==> src/rtl/character_action_executor.sv <==
// Per-player action executor: turns the character state/counter into a
// horizontal position, an attack phase, a hitbox window and one hit pulse
// per attack instance.
module character_action_executor #(
  parameter int X_WIDTH       = 10,
  parameter int X_MIN         = 0,
  parameter int X_MAX         = 575,
  parameter int X_INIT        = 100,
  parameter bit FACING_RIGHT  = 1'b1,
  parameter int FWD_STEP      = 3,
  parameter int BWD_STEP      = 2,
  parameter int DIR_STEP      = 4,
  parameter int ATK_ACT_START = 5,
  parameter int ATK_ACT_END   = 7,
  parameter int DIR_ACT_START = 4,
  parameter int DIR_ACT_END   = 6
) (
  input  logic               clk,
  input  logic               nRst,
  input  logic               i_frame_tick,
  input  logic [2:0]         i_state,
  input  logic [4:0]         i_count,
  input  logic               i_push_block,
  input  logic               i_hit_overlap,
  output logic [X_WIDTH-1:0] o_x,
  output logic [1:0]         o_phase,
  output logic               o_hitbox_active,
  output logic               o_hit,
  output logic               o_hit_kind
);

  typedef enum logic [2:0] {
    ST_IDLE       = 3'd0,
    ST_BACKWARD   = 3'd1,
    ST_FORWARD    = 3'd2,
    ST_ATTACK     = 3'd3,
    ST_DIR_ATTACK = 3'd4
  } char_state_e;

  typedef enum logic [1:0] {
    PH_NONE     = 2'd0,
    PH_STARTUP  = 2'd1,
    PH_ACTIVE   = 2'd2,
    PH_RECOVERY = 2'd3
  } phase_e;

  // Two guard bits so a step below zero or past the top stays representable.
  localparam int W = X_WIDTH + 2;

  localparam logic [4:0] ATK_S = 5'(ATK_ACT_START);
  localparam logic [4:0] ATK_E = 5'(ATK_ACT_END);
  localparam logic [4:0] DIR_S = 5'(DIR_ACT_START);
  localparam logic [4:0] DIR_E = 5'(DIR_ACT_END);

  // Signed per-state displacement with the facing direction folded in.
  localparam int FWD_D = FACING_RIGHT ? FWD_STEP : -FWD_STEP;
  localparam int BWD_D = FACING_RIGHT ? -BWD_STEP : BWD_STEP;
  localparam int DIR_D = FACING_RIGHT ? DIR_STEP : -DIR_STEP;

  localparam logic signed [W-1:0] X_MIN_S = W'(X_MIN);
  localparam logic signed [W-1:0] X_MAX_S = W'(X_MAX);

  char_state_e         state;
  logic                is_atk;
  logic                is_dir;
  logic                is_attacking;

  phase_e              phase_d, phase_q;
  logic                hitbox_d, hitbox_q;
  logic [X_WIDTH-1:0]  x_d, x_q;
  logic signed [W-1:0] delta;
  logic signed [W-1:0] x_sum;
  logic                hit_now;
  logic                kind_changed;
  logic                hit_d, hit_q;
  logic                hit_kind_d, hit_kind_q;
  logic                hit_done_d, hit_done_q;
  logic                last_kind_d, last_kind_q;

  assign state        = char_state_e'(i_state);
  assign is_atk       = (state == ST_ATTACK);
  assign is_dir       = (state == ST_DIR_ATTACK);
  assign is_attacking = is_atk | is_dir;

  // Phase decode from the current state/count; codes 5..7 fall to NONE.
  always_comb begin
    // NOTE: every combinational output gets a default first so no path leaves it unassigned (no latch).
    phase_d = PH_NONE;
    if (is_atk) begin
      if (i_count < ATK_S)       phase_d = PH_STARTUP;
      else if (i_count <= ATK_E) phase_d = PH_ACTIVE;
      else                       phase_d = PH_RECOVERY;
    end else if (is_dir) begin
      if (i_count < DIR_S)       phase_d = PH_STARTUP;
      else if (i_count <= DIR_E) phase_d = PH_ACTIVE;
      else                       phase_d = PH_RECOVERY;
    end
    hitbox_d = (phase_d == PH_ACTIVE);
  end

  // Frame-gated movement, then saturation to the legal position range.
  always_comb begin
    delta = '0;
    if (i_frame_tick) begin
      unique case (state)
        ST_FORWARD:    if (!i_push_block) delta = W'(FWD_D);
        ST_BACKWARD:   delta = W'(BWD_D);
        ST_DIR_ATTACK: if (!i_push_block && (i_count < DIR_S)) delta = W'(DIR_D);
        default:       delta = '0;
      endcase
    end
    x_sum = $signed({2'b00, x_q}) + delta;
    if (x_sum < X_MIN_S)      x_d = X_WIDTH'(X_MIN);
    else if (x_sum > X_MAX_S) x_d = X_WIDTH'(X_MAX);
    else                      x_d = x_sum[X_WIDTH-1:0];
  end

  // One hit per attack instance; a kind switch re-arms on the same clock.
  always_comb begin
    kind_changed = is_attacking && (is_dir != last_kind_q);
    hit_now      = (phase_d == PH_ACTIVE) && i_hit_overlap &&
                   !(hit_done_q && !kind_changed);
    hit_d        = hit_now;
    hit_kind_d   = hit_now ? is_dir : hit_kind_q;
    last_kind_d  = is_attacking ? is_dir : last_kind_q;
    hit_done_d   = hit_done_q;
    if (phase_d == PH_NONE) hit_done_d = 1'b0;
    else if (hit_now)       hit_done_d = 1'b1;
    else if (kind_changed)  hit_done_d = 1'b0;
  end

  // State registers, all cleared asynchronously.
  always_ff @(posedge clk or negedge nRst) begin
    if (!nRst) begin
      // NOTE: sequential state uses non-blocking assignments so every flop samples pre-edge values.
      x_q         <= X_WIDTH'(X_INIT);
      phase_q     <= PH_NONE;
      hitbox_q    <= 1'b0;
      hit_q       <= 1'b0;
      hit_kind_q  <= 1'b0;
      hit_done_q  <= 1'b0;
      last_kind_q <= 1'b0;
    end else begin
      x_q         <= x_d;
      phase_q     <= phase_d;
      hitbox_q    <= hitbox_d;
      hit_q       <= hit_d;
      hit_kind_q  <= hit_kind_d;
      hit_done_q  <= hit_done_d;
      last_kind_q <= last_kind_d;
    end
  end

  assign o_x             = x_q;
  assign o_phase         = phase_q;
  assign o_hitbox_active = hitbox_q;
  assign o_hit           = hit_q;
  assign o_hit_kind      = hit_kind_q;

endmodule

==> config.mk <==
export PLATFORM = sky130hd
export DESIGN_NAME = character_action_executor
export DESIGN_NICKNAME = d
export VERILOG_FILES = /design/src/rtl/character_action_executor.sv
export SDC_FILE = /design/constraint.sdc
export NUM_CORES = 1
export LEC_CHECK = 0
export ABC_AREA = 1
export CAP_MARGIN = 20
export CORE_UTILIZATION = 47
export DETAILED_ROUTE_END_ITERATION = 16
export PLACE_DENSITY = 0.76
export SYNTH_ARGS = -nofsm -noshare
export SYNTH_HDL_FRONTEND = slang
export SYNTH_SLANG_ARGS = --single-unit
==> constraint.sdc <==
create_clock -name clk -period 1.7 [get_ports clk]
set_input_delay 0.34 -clock clk [delete_from_list [all_inputs] [get_ports clk]]
set_output_delay 0.34 -clock clk [all_outputs]
set_load 0.05 [all_outputs]
==> ci_impl_report.md, run 1 <==
## PnR job results

| Metric | Value |
|---|---|
| Antenna Nets Post-Route | 0 |
| Post-layout instance area | 2736 sq um |
| Post-route minimum period | 2.426 ns |
| Largest net degree at the start of global routing | 18 |
| # setup viols final | 10 |
| Commonest Layout Cell | buf_4 |
| Clock Skew | a little over 0.01 ns |
| Reg2Reg Depth | 14 |
| Combinational-cell power consumption | approximately 2.9 mW |
| Main flop type | dfrtp_1 |
| Switching share of power | 0.5158 |
| Area reported by Yosys stat | 1471 sq um |
| Avg Vias per Cell | around 6.0 |
| Late-Pin Clk Latency | 0.32 ns |
| Status | complete, but fails checks |
| Slowest CP cell | nor3_4 |
| FF/Latch Area | 429.2 sq um |
| Crit path buf inv count | 5 |
| Rel. slew slack | 0.7685 |
| Syn nets | 241 |
| Worst-Margin Slew | 0.3436 ns |
| Place WS | -1.118 ns |
| Fillers | 70 |
| Top Family by Delay on Critical Path | simple AND/OR/NAND/NOR gates |
| Initial antenna violation count | 0 |
| Failing checks | DRC, setup timing |
| Final WS setup | -0.7263 ns |
| Post-Syn Instances | 216 |
| Number of global-route vias before repair | 1636 |
| Most numerous cell in the Yosys netlist | nand2_1 |
| Tool Warnings | 30 |
| Post-route DRC | 1 |
| Hold Path Class | input port to asynchronous set/reset pin |
| Final hold viol count | 0 |
| Seq pwr share | 0.175 |
[run 1: cell type report]
cell class	count	area share
clock buffer	3	0.008230
clock inverter	1	0.001829
inverter	49	0.07316
multi-input combinational	150	0.4627
sequential	17	0.1568
tap	31	0.01417
timing repair buffer	94	0.2830
[run 1: per-layer routing]
layer / wire [um] / vias to the layer above
met5: 0 / -
met4: 528 / 0
met3: 653 / 61
met2: 3713 / 181
met1: 2817 / 956
li1: - / 860
[run 1: cell families after synthesis]
group | after synthesis | synth area share
flops | 17 | 0.2917
buf+inv | 49 | 0.1250
xor+xnor | 5 | 0.04252
compound gates | 13 | 0.05187
fa+ha+maj | 12 | 0.1071
simple gates | 120 | 0.3818
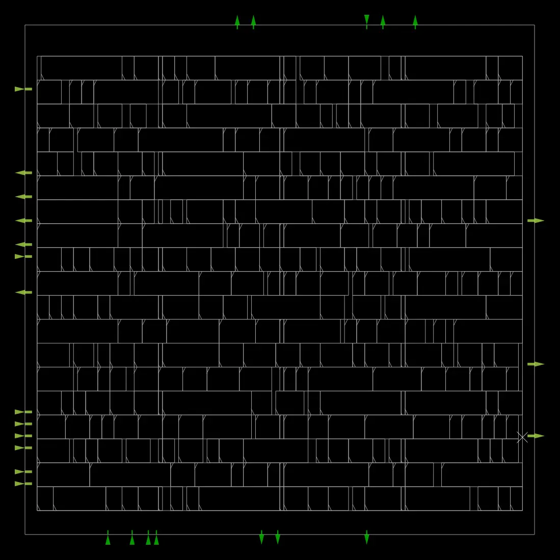
Run 1: cell placement
num tapcells: 31
sequential share of cell area: 0.1568
core area: 2853 sq um
Non-Filler Instances: 345

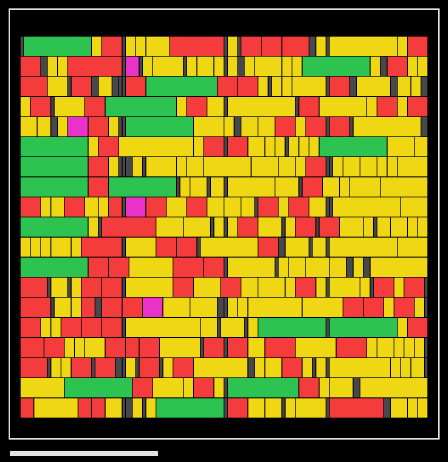
Run 1: placement by cell class
Scale bar: 20 um. Fill, decap, tap and diode cells in gray.
[red] other buffers and delay cells | cells: 94 | share of their area: 29%
[green] flops | cells: 17 | share of their area: 16%
[yellow] all other logic | cells: 199 | share of their area: 54%
[magenta] clock drivers and dummy loads | cells: 4 | share of their area: 1.0%

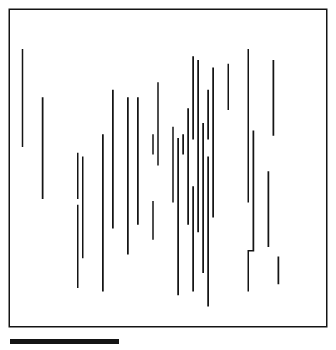
Run 1: M4 wires
Scale bar: 20 um.
share of all routed wire: 6.9%
nets with wire on the layer: 29
wire length on this layer: 529 um
longest straight run: 31.3 um

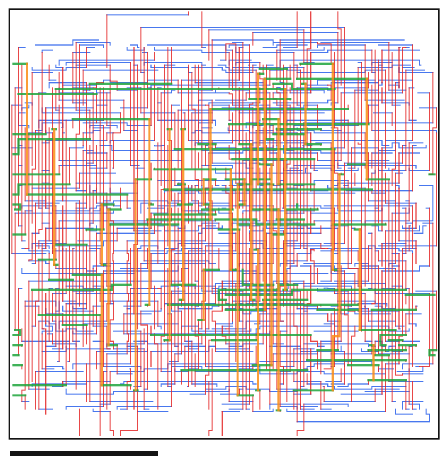
Run 1: metal layers overlaid
Scale bar: 20 um.
[orange] met4 | wire length: 529 um
[red] met2 | wire length: 3710 um
[blue] met1 | wire length: 2820 um
[green] met3 | wire length: 653 um

--- run 2 (diff from run 1) ---
- CORE_MARGIN: not set -> 4
- REMOVE_ABC_BUFFERS: not set -> 1
==> ci_impl_report.md, run 2 <==
### Flow metrics

| Metric | Value |
|---|---|
| Status | aborted with a tool error |
| Failing step | global routing (5_1_grt) |
| Stop Error | [ERROR DPL-0038] Utilization greater than 100%, impossible to legalize |
| I/O pin count | 28 |
| Aoi share | 0.05187 (unchanged) |
| # rows | 20 |
| Flops & latches, synth | 17 |
| Cell area after placement | 2162 sq um |
| Main flop type | dfrtp_1 |
| Largest net degree at the start of global routing | 18 |
| Largest area contributor in the netlist | dfrtp_1 |
| Register share after synthesis | 0.2917 |
| Mean Syn Cell Area | 6.812 sq um |
| CTS sink count | 17 |
| Die y size | 63.95 um |
| Post-Syn Instances | 216 (unchanged) |
| Worst-case clock buffer depth | 2 |
| Main logic family | simple AND/OR/NAND/NOR gates |
| Most numerous cell in the Yosys netlist | nand2_1 |
| And+or+nand+nor area frac | 0.3818 (unchanged) |
| Die Wd | 63.95 um |
| Share of synthesized registers carrying an async set or reset | 1.000 |
| Commonest cells in the netlist | nand2_1 (68), inv_1 (47), nand3_1 (19), dfrtp_1 (14), nor2_1 (14) |
| Post-GRT worst EP | o_x[3]$_DFF_PN0_/D |
| Max-area cell share | 0.2381 |
| Input/output buffers | 27 |
| Main area contributors | dfrtp_1 (24%), nand2_1 (17%), inv_1 (12%) |
| Hpwl dp | 3058 um |
| Area reported by Yosys stat | 1471 sq um (unchanged) |
| Synth Warn # | 0 |
| Root Buffer | clkbuf_4 |
| Multiplexer share | 0 (unchanged) |
| Final RePlAce weighted congestion | 0.8964 |
| H-Tree Depth | 1 |
| FP Util | 0.4860 |
| Post-cts hold buffer count | 0 |
| CTS buffer count | 3 |
| Yosys cell count | 216 |
| XOR-XNOR Cells, Area Fraction | 0.04252 (unchanged) |
| EDFF count, synth | 0 |
| Synthesized area | approximately 1500 sq um |
| Distinct lib cells | 28 |
| Worst-path endpoint category | register input |
| Placed insts | 334 |
| Synth Area in Adders | 0.1071 (unchanged) |
[run 2: cell counts after synthesis]
Identical to the previous run, type by type.
[run 2: through the flow]
stage          worst slack [ns]  hold WS, ns  setup TNS [ns]
4_1_cts                 -0.4269       0.3547          -5.238
3_5_place_dp             -1.254       0.5054          -13.29
3_3_place_gp             -1.137       0.4966          -12.15
2_1_floorplan           -0.6608      0.04441          -6.211
[run 2: timing repair]
| item | CTS |
|---|---|
| setup buffers | 40 |
| pin swaps | 36 |
| endpoints found under the setup margin | 11 |
| gates resized | 84 |
| gates cloned | 0 |
--- run 3 (diff from run 2) ---
- CORE_UTILIZATION: 47 -> 40
- PLACE_DENSITY: 0.76 -> not set
- PLACE_DENSITY_LB_ADDON: not set -> 0.15
- clock period: 1.7 -> 2.2 ns (I/O delays scaled with it)
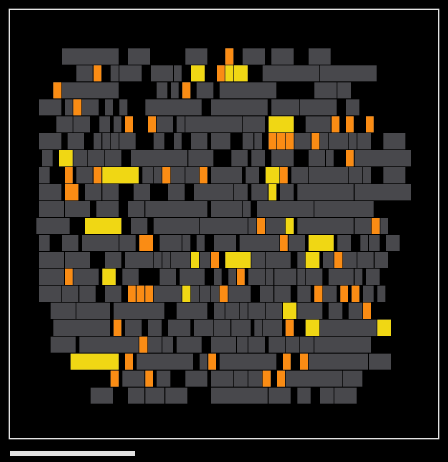
Run 3: selected gate families
Scale bar: 20 um.
[yellow] NOR gates | cells: 20
[orange] inverters | cells: 49

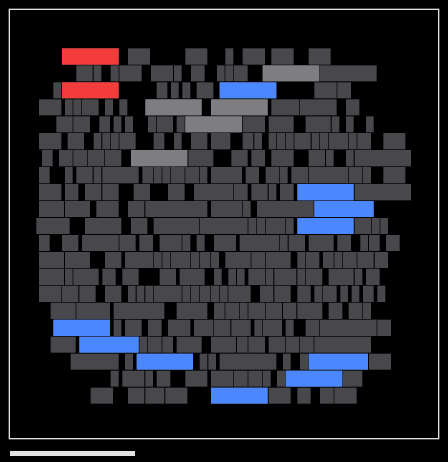
Run 3: register map, names as in the netlist
Scale bar: 20 um. Other sequential cells in the stronger gray, the rest of the logic in the fainter gray.
[red] o_phase | flops: 2
[blue] o_x | flops: 10
not colored: 5

==> ci_impl_report.md, run 3 <==
## PnR job results

| Metric | Value |
|---|---|
| CTS buffer count | 3 (unchanged) |
| P_clk | about 0.25 mW |
| Post-Syn Instances | 216 (unchanged) |
| Main flop type | dfrtp_1 |
| Seq_cells | 17 |
| Register share after synthesis | 0.2917 (unchanged) |
| Cell area after placement | 2082 sq um (-3.7%) |
| And+or+nand+nor area frac | 0.3818 (unchanged) |
| Worst-case clock buffer depth | 2 (unchanged) |
| XOR-XNOR Cells, Area Fraction | 0.04252 (unchanged) |
| Synthesized area | 1471 sq um (unchanged) |
| Status | complete, but fails checks |
| Main area contributors | dfrtp_1 (24%), nand2_1 (17%), inv_1 (12%) |
| Distinct lib cells | 28 (unchanged) |
| Die y size | 68.65 um (+7.3%) |
| # rows | 21 (+5.0%) |
| I/O pin count | 28 (unchanged) |
| Share of synthesized registers carrying an async set or reset | 1.000 (unchanged) |
| Failing checks | setup timing |
| Largest area contributor in the netlist | dfrtp_1 |
| EDFF count, synth | 0 (unchanged) |
| Multiplexer share | 0 (unchanged) |
| Placed insts | 325 (-2.7%) |
| Hpwl dp | 2809 um (-8.1%) |
| Final WS setup | -0.04789 ns |
| Die Wd | 68.65 um (+7.3%) |
| Main logic family | simple AND/OR/NAND/NOR gates |
| # setup viols final | 9 |
| Post-CTS Resized | 111 (+32%) |
| Yosys cell count | 216 (unchanged) |
| Synth Area in Adders | 0.1071 (unchanged) |
| Clock Skew | slightly below 0.004 ns |
| Input/output buffers | 27 (unchanged) |
| Flops & latches, synth | 17 (unchanged) |
| Mean Syn Cell Area | 6.812 sq um (unchanged) |
| Top power group | combinational cells |
| Commonest cells in the netlist | nand2_1 (68), inv_1 (47), nand3_1 (19), dfrtp_1 (14), nor2_1 (14) |
| Root Buffer | clkbuf_8 |
| Synth Warn # | 0 (unchanged) |
| Area reported by Yosys stat | 1471 sq um (unchanged) |
| Most numerous cell in the Yosys netlist | nand2_1 |
| CTS sink count | 17 (unchanged) |
| Largest net degree at the start of global routing | 18 |
| Post CTS Setup Buffer Count | 10 (-75%) |
| Place WS | -0.8171 ns (+0.4367 ns) |
-- run 3: path summary, 6_finish.rpt --
kind                                                to  slack [ns]  depth (start not counted)
worst max-delay path                  o_x[6]$_DFF_PN1_       -0.05                         16
worst min-delay path                  o_x[3]$_DFF_PN0_        0.50                          2
worst max register to register        o_x[6]$_DFF_PN1_        0.23                         14
worst min register to register  o_hit_kind$_DFFE_PN0P_        0.50                          2
max in group asynchronous             o_x[6]$_DFF_PN1_        1.43                          2
min in group clk                o_hit_kind$_DFFE_PN0P_        0.50                          2
-- run 3: critical path: cells and delay by family --
kind,cells,cell delay [ns]
and+or+nand+nor,10,1.17
buffers and inverters,4,0.43
adders and majority gates,1,0.21
AOI/OAI and AO/OA,1,0.18
Run 3, cell placement:
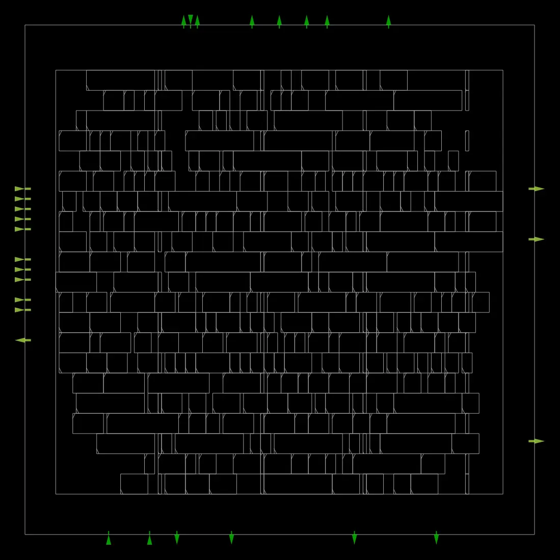

--- run 4 (diff from run 3) ---
- MAX_ROUTING_LAYER: not set -> met4
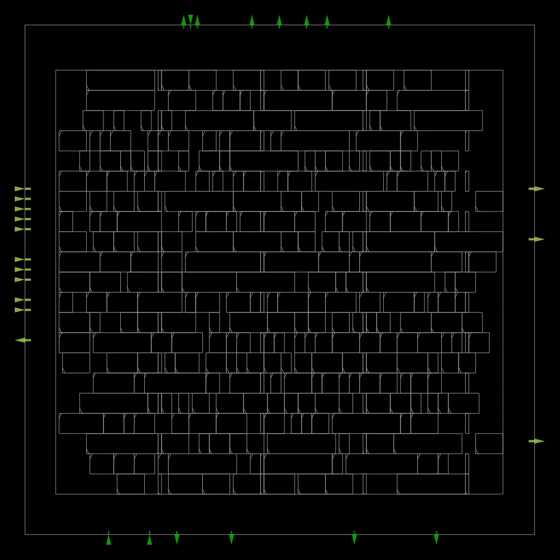
Run 4: cell placement
sequential share of cell area: 0.1580
fillers: 229
num tapcells: 46

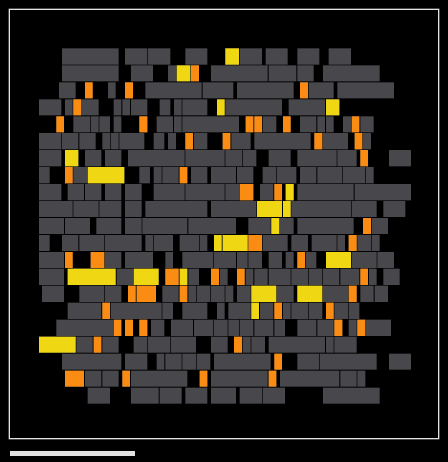
Run 4: selected gate families
Scale bar: 20 um.
[yellow] NOR gates | cells: 20
[orange] inverters | cells: 49

==> ci_impl_report.md, run 4 <==
## PnR job results

| Metric | Value |
|---|---|
| I/O pin count | 28 (unchanged) |
| EDFF count, synth | 0 (unchanged) |
| Share of synthesized registers carrying an async set or reset | 1.000 (unchanged) |
| Final WS setup | -0.08770 ns (-0.03981 ns) |
| # setup viols final | 10 (+1) |
| Top Family by Delay on Critical Path | simple AND/OR/NAND/NOR gates |
| Mean Syn Cell Area | 6.812 sq um (unchanged) |
| Worst R2R End | o_x[4]$_DFF_PN0_ |
| Reg2Reg Depth | 15 (+1) |
| Area reported by Yosys stat | 1471 sq um (unchanged) |
| Largest net degree at the start of global routing | 18 (unchanged) |
| Status | complete, but fails checks |
| Cell area after placement | 2082 sq um (unchanged) |
| CP Capture Point | o_x[1]$_DFF_PN0_ |
| Worst path depth | 18 (+2) |
| CTS sink count | 17 (unchanged) |
| Synth Warn # | 0 (unchanged) |
| Crit path buf inv count | 8 (+4) |
| Synthesized area | 1471 sq um (unchanged) |
| # rows | 21 (unchanged) |
| Die y size | 68.65 um (unchanged) |
| Worst hold path depth | 2 |
| Failing checks | setup timing |
| Die Wd | 68.65 um (unchanged) |
| Root Buffer | clkbuf_8 |
| Post-Syn Instances | 216 (unchanged) |
| Place WS | -0.8562 ns (-0.03912 ns) |
| Distinct lib cells | 28 (unchanged) |
| R2r setup slk | 0.22 ns (about the same) |
-- run 4: cell counts after synthesis --
No cell type changed its count.
-- run 4: kinds of logic (layout without fill, tap and decap cells) --
group | count (synthesis) | count (layout) | share of synthesized area
simple gates | 120 | 120 | 0.3818
buf+inv | 49 | 130 | 0.1250
flops | 17 | 17 | 0.2917
compound gates | 13 | 13 | 0.05187
fa+ha+maj | 12 | 12 | 0.1071
xor+xnor | 5 | 5 | 0.04252
-- run 4: repair_timing --
action                     in CTS  in global routing
setup endpoints to repair      10                 10
setup buffers                  10                  4
gates resized                  97                 61
pin swaps                      31                 40
-- run 4: where the power goes --
group	internal, mW	leakage (nW)	total, mW	switching, mW
clock network	0.126	0.0255	0.244	0.118
logic	0.751	1.17	1.82	1.07
registers	0.425	0.205	0.504	0.0790
total	1.30	1.40	2.57	1.26
Power and IR drop assume default switching activity.
